[src/rtl/calc_pkg.sv]
// Shared types for calc_binar_gen: FSM states, ALU opcodes and the serial frame length.
// Frame length includes a trailing even-parity bit when CALC_PARITY_EN is defined.
package calc_pkg;

  localparam int unsigned SEL_W = 32'd4;

  typedef enum logic [2:0] {
    ST_KEY    = 3'd0,
    ST_IDLE   = 3'd1,
    ST_CALC   = 3'd2,
    ST_STORE  = 3'd3,
    ST_TX     = 3'd4,
    ST_LOCKED = 3'd5
  } state_e;

  typedef enum logic [3:0] {
    OP_ADD  = 4'd0,
    OP_SUB  = 4'd1,
    OP_AND  = 4'd2,
    OP_OR   = 4'd3,
    OP_XOR  = 4'd4,
    OP_NOT  = 4'd5,
    OP_SHL  = 4'd6,
    OP_SHR  = 4'd7,
    OP_ROTL = 4'd8,
    OP_ROTR = 4'd9,
    OP_EQ   = 4'd10,
    OP_LT   = 4'd11,
    OP_MUL  = 4'd12,
    OP_MAX  = 4'd13,
    OP_MIN  = 4'd14,
    OP_INC  = 4'd15
  } op_e;

  function automatic int unsigned frame_len(input int unsigned width);
`ifdef CALC_PARITY_EN
    return SEL_W + 32'd3 * width + 32'd1;
`else
    return SEL_W + 32'd3 * width;
`endif
  endfunction

endpackage

[src/rtl/calc_tx_serializer.sv]
// Programmable-rate serial transmitter: holds the divider, shifts a frame out MSB first,
// DataOut changes on ClkTx falling edges, busy drops in the last cycle of the frame.
module calc_tx_serializer
  import calc_pkg::*;
#(
  parameter int unsigned LEN   = 32'd28,
  parameter int unsigned DIV_W = 32'd4
) (
  input  logic             clk_i,
  input  logic             rst_ni,
  input  logic             cfg_i,
  input  logic [DIV_W-1:0] din_i,
  input  logic             load_i,
  input  logic [LEN-1:0]   frame_i,
  output logic             busy_o,
  output logic             clk_tx_o,
  output logic             data_out_o,
  output logic             dout_valid_o
);

  localparam int unsigned BIT_W = (LEN > 32'd1) ? $clog2(LEN) : 32'd1;

  logic [DIV_W-1:0] div_q;
  logic [DIV_W-1:0] cnt_q;
  logic [BIT_W-1:0] bit_q;
  logic [LEN-1:0]   shift_q;
  logic             clk_q;
  logic             valid_q;
  logic             last_s;

  // Final cycle: high phase of the last bit is about to end.
  assign last_s = valid_q && clk_q && (cnt_q == div_q) && (bit_q == '0);
  assign busy_o = valid_q && !last_s;

  assign clk_tx_o     = clk_q;
  assign data_out_o   = shift_q[LEN-1];
  assign dout_valid_o = valid_q;

  // Divider register, phase counter and frame shifter.
  always_ff @(posedge clk_i or negedge rst_ni) begin
    if (!rst_ni) begin
      div_q   <= '0;
      cnt_q   <= '0;
      bit_q   <= '0;
      shift_q <= '0;
      clk_q   <= 1'b0;
      valid_q <= 1'b0;
    end else begin
      if (cfg_i) begin
        div_q <= din_i;
      end
      if (load_i) begin
        valid_q <= 1'b1;
        clk_q   <= 1'b0;
        cnt_q   <= '0;
        bit_q   <= BIT_W'(LEN - 32'd1);
        shift_q <= frame_i;
      end else if (valid_q) begin
        if (cnt_q == div_q) begin
          cnt_q <= '0;
          clk_q <= ~clk_q;
          if (clk_q) begin
            if (bit_q == '0) begin
              valid_q <= 1'b0;
              shift_q <= '0;
            end else begin
              bit_q   <= bit_q - BIT_W'(1);
              shift_q <= {shift_q[LEN-2:0], 1'b0};
            end
          end
        end else begin
          cnt_q <= cnt_q + DIV_W'(1);
        end
      end
    end
  end

endmodule

[src/rtl/calc_binar_gen.sv]
// Key-locked ALU with result memory and serial transmitter (mode 0: compute+send, mode 1: store/read).
// Optional feature macro: CALC_PARITY_EN appends an even-parity bit to every transmitted frame.
module calc_binar_gen
  import calc_pkg::*;
#(
  parameter int unsigned        WIDTH     = 32'd8,
  parameter int unsigned        ADDR_W    = 32'd2,
  parameter int unsigned        KEY_LEN   = 32'd5,
  parameter logic [KEY_LEN-2:0] KEY_CODE  = 4'b0101,
  parameter int unsigned        MAX_TRIES = 32'd3,
  parameter int unsigned        DIV_W     = 32'd4
) (
  input  logic              clk_i,
  input  logic              rst_ni,
  input  logic [WIDTH-1:0]  a_i,
  input  logic [WIDTH-1:0]  b_i,
  input  logic [SEL_W-1:0]  sel_i,
  input  logic              input_key_i,
  input  logic              valid_cmd_i,
  input  logic              rw_i,
  input  logic [ADDR_W-1:0] addr_i,
  input  logic [DIV_W-1:0]  din_i,
  input  logic              config_div_i,
  output logic              dout_valid_o,
  output logic              data_out_o,
  output logic              clk_tx_o,
  output logic              calc_busy_o,
  output logic              calc_active_o,
  output logic              calc_mode_o,
  output logic              calc_locked_o
);

  localparam int unsigned FRAME_W = SEL_W + 32'd3 * WIDTH;
  localparam int unsigned TX_LEN  = frame_len(WIDTH);
  localparam int          DEPTH   = 2 ** ADDR_W;
  localparam int unsigned KCNT_W  = (KEY_LEN > 32'd1) ? $clog2(KEY_LEN) : 32'd1;
  localparam int unsigned FAIL_W  = $clog2(MAX_TRIES + 32'd1);
  localparam logic [KCNT_W-1:0] KCNT_LAST = KCNT_W'(KEY_LEN - 32'd1);
  localparam logic [FAIL_W-1:0] FAIL_LAST = FAIL_W'(MAX_TRIES - 32'd1);

  function automatic logic [WIDTH-1:0] alu(input logic [SEL_W-1:0] sel,
                                           input logic [WIDTH-1:0] a,
                                           input logic [WIDTH-1:0] b);
    logic [WIDTH-1:0] sh;
    logic [WIDTH-1:0] r;
    sh = WIDTH'(b % WIDTH);
    case (op_e'(sel))
      OP_ADD:  r = a + b;
      OP_SUB:  r = a - b;
      OP_AND:  r = a & b;
      OP_OR:   r = a | b;
      OP_XOR:  r = a ^ b;
      OP_NOT:  r = ~a;
      OP_SHL:  r = a << sh;
      OP_SHR:  r = a >> sh;
      OP_ROTL: r = (a << sh) | (a >> (WIDTH'(WIDTH) - sh));
      OP_ROTR: r = (a >> sh) | (a << (WIDTH'(WIDTH) - sh));
      OP_EQ:   r = {{(WIDTH-1){1'b0}}, (a == b)};
      OP_LT:   r = {{(WIDTH-1){1'b0}}, (a < b)};
      OP_MUL:  r = a * b;
      OP_MAX:  r = (a > b) ? a : b;
      OP_MIN:  r = (a < b) ? a : b;
      OP_INC:  r = a + WIDTH'(1);
      default: r = '0;
    endcase
    return r;
  endfunction

`ifdef CALC_PARITY_EN
  function automatic logic even_par(input logic [FRAME_W-1:0] f);
    return ^f;
  endfunction
`endif

  state_e              state_q, state_d;
  logic [KEY_LEN-1:0]  key_q, key_d;
  logic [KCNT_W-1:0]   kcnt_q, kcnt_d;
  logic [FAIL_W-1:0]   fail_q, fail_d;
  logic                mode_q, mode_d;
  logic                active_q, active_d;
  logic                locked_q, locked_d;
  logic                busy_q, busy_d;
  logic [WIDTH-1:0]    a_q, a_d, b_q, b_d;
  logic [SEL_W-1:0]    sel_q, sel_d;
  logic                rd_q, rd_d;
  logic [ADDR_W-1:0]   addr_q, addr_d;
  logic [FRAME_W-1:0]  mem_q [DEPTH];
  logic [FRAME_W-1:0]  calc_s, frame_s;
  logic [TX_LEN-1:0]   tx_word_s;
  logic                cfg_s, load_s, wr_s, tx_busy_s;

  assign calc_s  = {sel_q, a_q, b_q, alu(sel_q, a_q, b_q)};
  assign frame_s = rd_q ? mem_q[addr_q] : calc_s;
`ifdef CALC_PARITY_EN
  assign tx_word_s = {frame_s, even_par(frame_s)};
`else
  assign tx_word_s = frame_s;
`endif

  // Next-state logic: key entry/lockout, command capture and sequencing.
  always_comb begin
    state_d  = state_q;
    key_d    = key_q;
    kcnt_d   = kcnt_q;
    fail_d   = fail_q;
    mode_d   = mode_q;
    active_d = active_q;
    locked_d = locked_q;
    a_d      = a_q;
    b_d      = b_q;
    sel_d    = sel_q;
    rd_d     = rd_q;
    addr_d   = addr_q;
    cfg_s    = 1'b0;
    load_s   = 1'b0;
    wr_s     = 1'b0;
    case (state_q)
      ST_KEY: begin
        if (valid_cmd_i) begin
          key_d[kcnt_q] = input_key_i;
          if (kcnt_q == KCNT_LAST) begin
            kcnt_d = '0;
            if (key_d[KEY_LEN-2:0] == KEY_CODE) begin
              state_d  = ST_IDLE;
              active_d = 1'b1;
              mode_d   = key_d[KEY_LEN-1];
            end else if (fail_q == FAIL_LAST) begin
              state_d  = ST_LOCKED;
              locked_d = 1'b1;
              fail_d   = fail_q + FAIL_W'(1);
            end else begin
              fail_d = fail_q + FAIL_W'(1);
            end
          end else begin
            kcnt_d = kcnt_q + KCNT_W'(1);
          end
        end else begin
          kcnt_d = kcnt_q;
        end
      end
      ST_IDLE: begin
        if (valid_cmd_i) begin
          if (config_div_i) begin
            cfg_s = 1'b1;
          end else begin
            state_d = ST_CALC;
            a_d     = a_i;
            b_d     = b_i;
            sel_d   = sel_i;
            addr_d  = addr_i;
            rd_d    = mode_q & ~rw_i;
          end
        end else begin
          state_d = ST_IDLE;
        end
      end
      ST_CALC: begin
        if (mode_q && !rd_q) begin
          state_d = ST_STORE;
        end else begin
          load_s  = 1'b1;
          state_d = ST_TX;
        end
      end
      ST_STORE: begin
        wr_s    = 1'b1;
        state_d = ST_IDLE;
      end
      ST_TX: begin
        if (!tx_busy_s) begin
          state_d = ST_IDLE;
        end else begin
          state_d = ST_TX;
        end
      end
      ST_LOCKED: state_d = ST_LOCKED;
      default:   state_d = ST_KEY;
    endcase
    busy_d = (state_d == ST_CALC) || (state_d == ST_STORE) || (state_d == ST_TX);
  end

  always_ff @(posedge clk_i or negedge rst_ni) begin
    if (!rst_ni) begin
      state_q  <= ST_KEY;
      key_q    <= '0;
      kcnt_q   <= '0;
      fail_q   <= '0;
      mode_q   <= 1'b0;
      active_q <= 1'b0;
      locked_q <= 1'b0;
      busy_q   <= 1'b0;
      a_q      <= '0;
      b_q      <= '0;
      sel_q    <= '0;
      rd_q     <= 1'b0;
      addr_q   <= '0;
    end else begin
      state_q  <= state_d;
      key_q    <= key_d;
      kcnt_q   <= kcnt_d;
      fail_q   <= fail_d;
      mode_q   <= mode_d;
      active_q <= active_d;
      locked_q <= locked_d;
      busy_q   <= busy_d;
      a_q      <= a_d;
      b_q      <= b_d;
      sel_q    <= sel_d;
      rd_q     <= rd_d;
      addr_q   <= addr_d;
    end
  end

  // Result memory; unwritten entries read back as an all-zero frame.
  always_ff @(posedge clk_i or negedge rst_ni) begin
    if (!rst_ni) begin
      for (int i = 0; i < DEPTH; i++) begin
        mem_q[i] <= '0;
      end
    end else if (wr_s) begin
      mem_q[addr_q] <= calc_s;
    end
  end

  calc_tx_serializer #(
    .LEN   (TX_LEN),
    .DIV_W (DIV_W)
  ) u_tx (
    .clk_i        (clk_i),
    .rst_ni       (rst_ni),
    .cfg_i        (cfg_s),
    .din_i        (din_i),
    .load_i       (load_s),
    .frame_i      (tx_word_s),
    .busy_o       (tx_busy_s),
    .clk_tx_o     (clk_tx_o),
    .data_out_o   (data_out_o),
    .dout_valid_o (dout_valid_o)
  );

  assign calc_busy_o   = busy_q;
  assign calc_active_o = active_q;
  assign calc_mode_o   = mode_q;
  assign calc_locked_o = locked_q;

endmodule

[config.mk]
export PLATFORM = sky130hd
export DESIGN_NAME = calc_binar_gen
export DESIGN_NICKNAME = d
export VERILOG_FILES = /design/src/rtl/calc_pkg.sv /design/src/rtl/calc_tx_serializer.sv /design/src/rtl/calc_binar_gen.sv
export SDC_FILE = /design/constraint.sdc
export NUM_CORES = 1
export LEC_CHECK = 0
export CAP_MARGIN = 10
export CORE_MARGIN = 4
export CORE_UTILIZATION = 45
export DETAILED_ROUTE_END_ITERATION = 6
export PLACE_DENSITY_LB_ADDON = 0.3
export SLEW_MARGIN = 20
export SYNTH_ARGS = -nofsm -noshare
export SYNTH_HDL_FRONTEND = slang
export SYNTH_SLANG_ARGS = --single-unit
export TNS_END_PERCENT = 5
[constraint.sdc]
create_clock -name clk_i -period 12.9 [get_ports clk_i]
set_input_delay 3.87 -clock clk_i [delete_from_list [all_inputs] [get_ports clk_i]]
set_output_delay 3.87 -clock clk_i [all_outputs]
set_load 0.005 [all_outputs]
==> flow_metrics.env, run 1 <==
# physical design summary
export IMPL_placement_rows=60
export IMPL_biggestRegsByFlops="mem_q: 112 flops, u_tx.shift_q: 28 flops"
export IMPL_cp_num_cells=15
export IMPL_vdd_drop_max_mv=0.2099
export IMPL_r2r_start="a_q[2]$_DFFE_PN0P_"
export IMPL_ctsHtreeMaxLevel=4
export IMPL_hold_viol=0
export IMPL_antenna_found_initial=0
export IMPL_ctsResizeCount=0
export IMPL_critPathTopFamily="adder cells"
export IMPL_final_common_cell="nand2_1"
export IMPL_pwr_share_clk_pct=12.7
export IMPL_fp_util_pct=45.88
export IMPL_r2r_slack_ns=7.22
export IMPL_rsz0062_at_grt="no"
export IMPL_ys_warn_count=0
export IMPL_ys_cells=1367
export IMPL_drt_met1_wl_mm=15.90
export IMPL_pg_comb_w=0.00263
export IMPL_cp_common_cell="fa_1"
export IMPL_hp_start="mem_q[28]$_DFFE_PN0P_"
export IMPL_postSynthSeqShare_pct=39.25
export IMPL_fillers=2558
export IMPL_simple_gate_area_share_pct=17.10
export IMPL_drt_iter0_markers=784
export IMPL_overflow=0
export IMPL_end_kind="register"
export IMPL_outcome="completed"
export IMPL_regMostFlops="mem_q"
export IMPL_drive_above_1_share_pct=10.63
export IMPL_crit_path_end="u_tx.shift_q[7]$_DFFE_PN0P_"
export IMPL_switchingPower_w=0.002029
export IMPL_post_cts_buffers=0
export IMPL_met2_usage_pct=37.54
export IMPL_layout_top_cells="nand2_1, dfrtp_1, o21ai_0"
export IMPL_clk_path_buf_depth=2
export IMPL_portBuffers=38
export IMPL_grt_start_max_net_pins=125
export IMPL_diodes=0
export IMPL_ys_sh_adder_pct=7.688
export IMPL_tightest_slew_ns=0.9906
export IMPL_hold_class="register to register"
export IMPL_nNetsFinal=1451
export IMPL_whs_path_depth=2
export IMPL_clk_pin_slew_worst_paths_ns=0.07
export IMPL_logic_area_um2=6944
export IMPL_ys_types=72
==> run 1: stage by stage <==
stage	setup slack (ns)	util (%)	power, W	cell area, µm²	hold WS (ns)
floorplan	7.647	-	0.002813	12430	0.4410
global placement	6.826	48.33	0.003530	13100	0.4549
detailed placement	6.820	48.35	0.003564	13100	0.4592
CTS	7.247	50.50	0.004109	13690	0.4783
global route	6.991	50.60	0.004438	13710	0.4934
finish	7.219	50.60	0.004135	13710	0.4783
==> run 1: area by class of cell <==
class	instances	share of cell area [%]
Inverter	62	1.697
Clock inverter	13	1.022
Multi-Input combinational cell	1010	50.64
Sequential cell	195	35.59
Timing Repair Buffer	65	4.425
Tap cell	372	3.394
Clock buffer	19	3.230
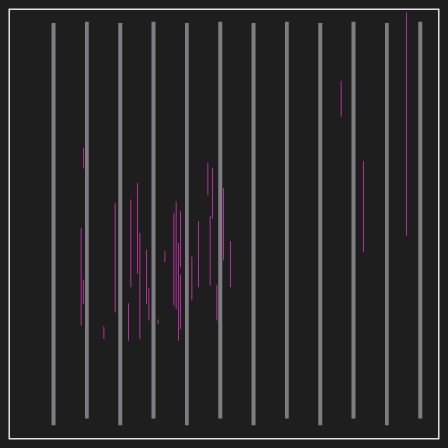
Figure 1: run 1, met4 routing.
Supply wires on this layer in gray.
The layer holds 2.1% of the routed length. The longest straight run is 90.4 µm. The layer carries 749 µm of wire. 24 nets have wire on it. The wires run mostly vertical.

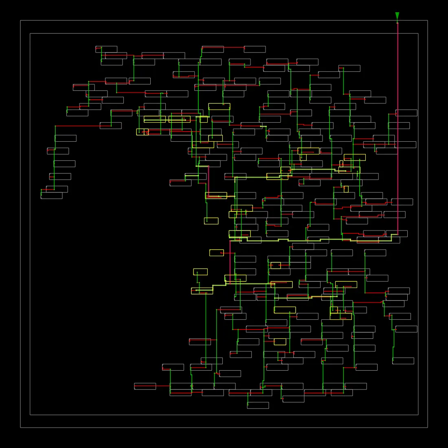
Figure 2: run 1, clock routing.
Clock Power: 0.000527 W
# clk buffers: 19
worst-skew pair later-pin latency: 0.44 ns

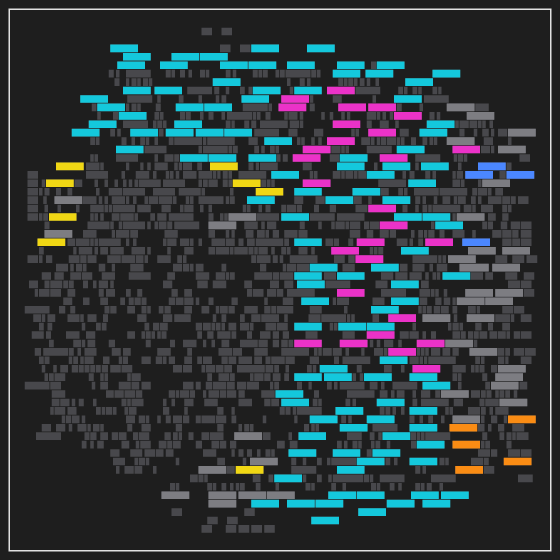
Figure 3: run 1, register map, names as in the netlist.
Key: yellow = `b_q` [flops 8]; magenta = `u_tx.shift_q` [flops 28]; blue = `u_tx.cnt_q` [flops 4]; cyan = `mem_q` [flops 112]; orange = `key_q` [flops 5, where bottom right]
Another 38 sequential cells are not colored.
seq pwr: 0.000983 W
Register Area: 4881 µm²
Final Util: 50.60%
fraction of area in registers: 35.59%

==> run 1 -> run 2 <==
clock period = 5.4 ns   (was 12.9 ns; I/O delays follow)
==> run 2 against run 1 <==
Clock-buffer cell count shrank 2. Design area grew 0.79%. Largest power group unchanged. Critical path type unchanged. Synthesized cell count unchanged.
==> flow_metrics.env, run 2 <==
# physical design summary
export IMPL_seq_power_w=0.00233
export IMPL_nNetsFinal=1470
export IMPL_postSynthSeqShare_pct=39.25
export IMPL_regArea_um2=4881
export IMPL_vdd_drop_max_mv=0.4876
export IMPL_pg_comb_w=0.00645
export IMPL_drt_iter0_markers=1136
export IMPL_power_total_w=0.01002
export IMPL_placed_cell_area_um2=13250
export IMPL_pwr_share_clk_pct=12.4
export IMPL_diodes=0
export IMPL_switchingPower_w=0.004929
export IMPL_ys_types=72
export IMPL_drive_above_1_share_pct=11.93
export IMPL_tightest_slew_ns=1.080
export IMPL_layout_top_cells="nand2_1, dfrtp_1, o21ai_0"
export IMPL_hold_ws_ns=0.4681
export IMPL_clk_latency_ns=0.45
export IMPL_antenna_found_initial=0
export IMPL_worst_slack_ns=0.3035
export IMPL_placement_rows=60
export IMPL_critPathTopFamily="adder cells"
export IMPL_ys_warn_count=0
export IMPL_met2_usage_pct=39.40
export IMPL_final_common_cell="nand2_1"
export IMPL_fillers=2516
export IMPL_hold_viol=0
export IMPL_biggestRegsByFlops="mem_q: 112 flops, u_tx.shift_q: 28 flops"
export IMPL_whs_path_depth=1
export IMPL_rsz0062_at_grt="no"
export IMPL_crit_path_end="u_tx.shift_q[7]$_DFFE_PN0P_"
export IMPL_outcome="completed"
export IMPL_post_place_ws_ns=0.2950
export IMPL_r2r_start="b_q[4]$_DFFE_PN0P_"
export IMPL_ys_cells=1367
export IMPL_hold_class="register to register"
export IMPL_clk_pin_slew_worst_paths_ns=0.08
export IMPL_fp_util_pct=45.88
export IMPL_end_kind="register"
export IMPL_clk_path_buf_depth=2
export IMPL_cp_common_cell="fa_1"
export IMPL_overflow=0
## run 2: cells by family (layout without fill, tap and decap cells)
logic type,count (synthesis),in the layout,synth area share [%]
compound gates,345,345,17.72
xor+xnor,35,35,2.798
fa+ha+maj,68,68,7.688
buf+inv,162,178,5.062
flops,195,195,39.25
mux,85,85,10.39
simple gates,477,477,17.10
## run 2: area by class of cell
type | count | area share, %
well taps | 372 | 3.367
multi-input cells | 1010 | 50.20
clock buffers | 17 | 3.078
inverters | 62 | 1.711
flip-flops and latches | 195 | 35.31
clock inverters | 15 | 1.050
repair buffers | 84 | 5.277
## run 2: repair_timing
action | in CTS | in global routing
buffers inserted | 0 | 0
gates resized | 0 | 1
endpoints found under the setup margin | 0 | 1
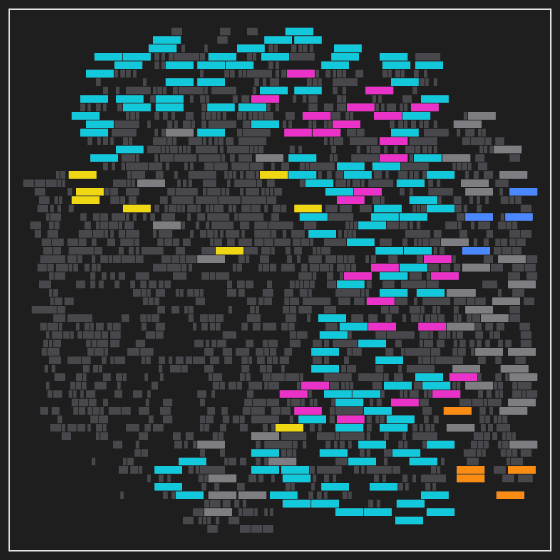
Figure 4: run 2, register map, names as in the netlist.
Key: orange = `key_q` [flops 5, where bottom right]; blue = `u_tx.cnt_q` [flops 4]; cyan = `mem_q` [flops 112]; yellow = `b_q` [flops 8]; magenta = `u_tx.shift_q` [flops 28]
Another 38 sequential cells are not colored.
Final Util: 51.00%
fraction of area in registers: 35.31%

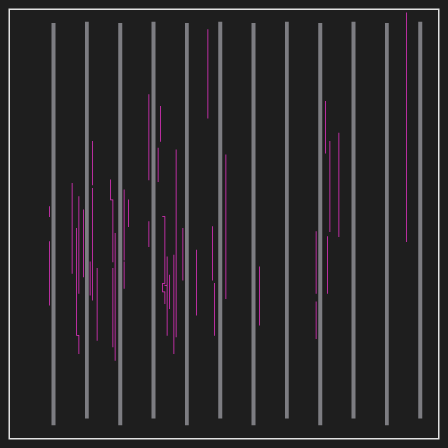
Figure 5: run 2, met4 routing.
Supply wires on this layer in gray.
The wires run mostly vertical. The layer carries 1200 µm of wire. The longest straight run is 93.2 µm. The layer holds 3.2% of the routed length.
via count: 10470
final WL: 37.16 mm

Figure 6. Clock wires, drivers and flops (run 2).
The bar under the picture is 50 µm long.
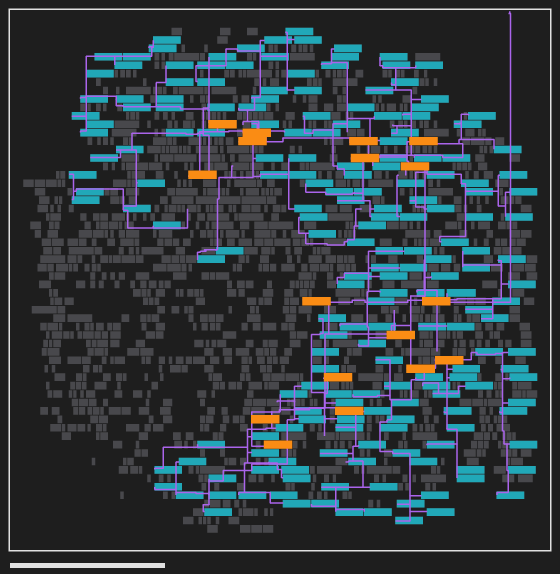

==> run 2 -> run 3 <==
GPL_ROUTABILITY_DRIVEN = 0   (was default)
RECOVER_POWER = 100   (was default)
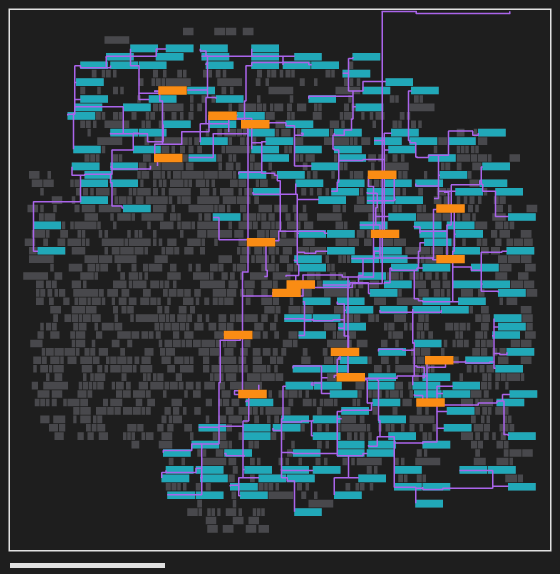
Figure 7: run 3, clock wires, drivers and flops.
The bar under the picture is 50 µm long.
Key: cyan = flip-flops [count 195]; orange = clock-net drivers [count 17]; purple = clock wires [length 2530 µm]
Position of the flops: all over the die. There are 18 routed clock nets.

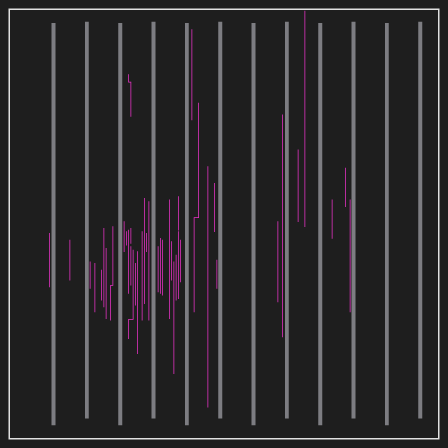
Figure 8: run 3, met4 routing.
Supply wires on this layer in gray.
The wires run mostly vertical. The longest straight run is 97.9 µm. The layer holds 3.7% of the routed length.
via count: 10520
final WL: 35.63 mm

==> run 3 against run 2 <==
The flow now finishes with violations (capacitance limit, slew limit). Clock-buffer cell count increased by 1. First-iteration DRC count decreased by 21%. Via count grew 0.45%. Clock skew fell by 0.0080 ns. Sequential power about the same. Utilization barely moved.
==> flow_metrics.env, run 3 <==
# physical design summary
export IMPL_hold_ws_ns=0.4785
export IMPL_fin_util_pct=50.97
export IMPL_overflow=0
export IMPL_layout_top_cells="nand2_1, dfrtp_1, o21ai_0"
export IMPL_drv_slew=390
export IMPL_clk_pin_slew_worst_paths_ns=0.08
export IMPL_drt_iter0_markers=902
export IMPL_clk_latency_ns=0.45
export IMPL_end_kind="register"
export IMPL_failed_checks="capacitance limit, slew limit"
export IMPL_cp_common_cell="fa_1"
export IMPL_nNetsFinal=1469
export IMPL_comb_share_pct=50.18
export IMPL_layout_nonclk_buf_share_pct=4.882
export IMPL_whs_path_depth=2
export IMPL_critPathTopFamily="adder cells"
export IMPL_outcome="finished with violations"
export IMPL_power_total_w=0.01000
export IMPL_nFlopsAndLatches=195
export IMPL_fp_util_pct=45.88
export IMPL_cap_violations=7
export IMPL_ys_types=72
-- run 3: cell counts after synthesis --
Identical to the previous run, type by type.
-- run 3: cell families (layout without fill, tap and decap cells) --
group | Yosys count | in the layout | share of synthesized area, %
fa+ha+maj | 68 | 68 | 7.688
simple gates | 477 | 477 | 17.10
xor+xnor | 35 | 35 | 2.798
flops | 195 | 195 | 39.25
buf+inv | 162 | 177 | 5.062
mux | 85 | 85 | 10.39
compound gates | 345 | 345 | 17.72
-- run 3: where the power goes --
| group | total [W] | leakage (nW) | switching (W) | internal (W) |
|---|---|---|---|---|
| sequential | 0.00233 | 2.55 | 0.000417 | 0.00191 |
| clock | 0.00133 | 0.297 | 0.000652 | 0.000682 |
| combinational | 0.00634 | 3.13 | 0.00379 | 0.00255 |
| total | 0.0100 | 5.97 | 0.00486 | 0.00514 |
Power figures rest on the tool's default switching activity, not on a simulated workload.
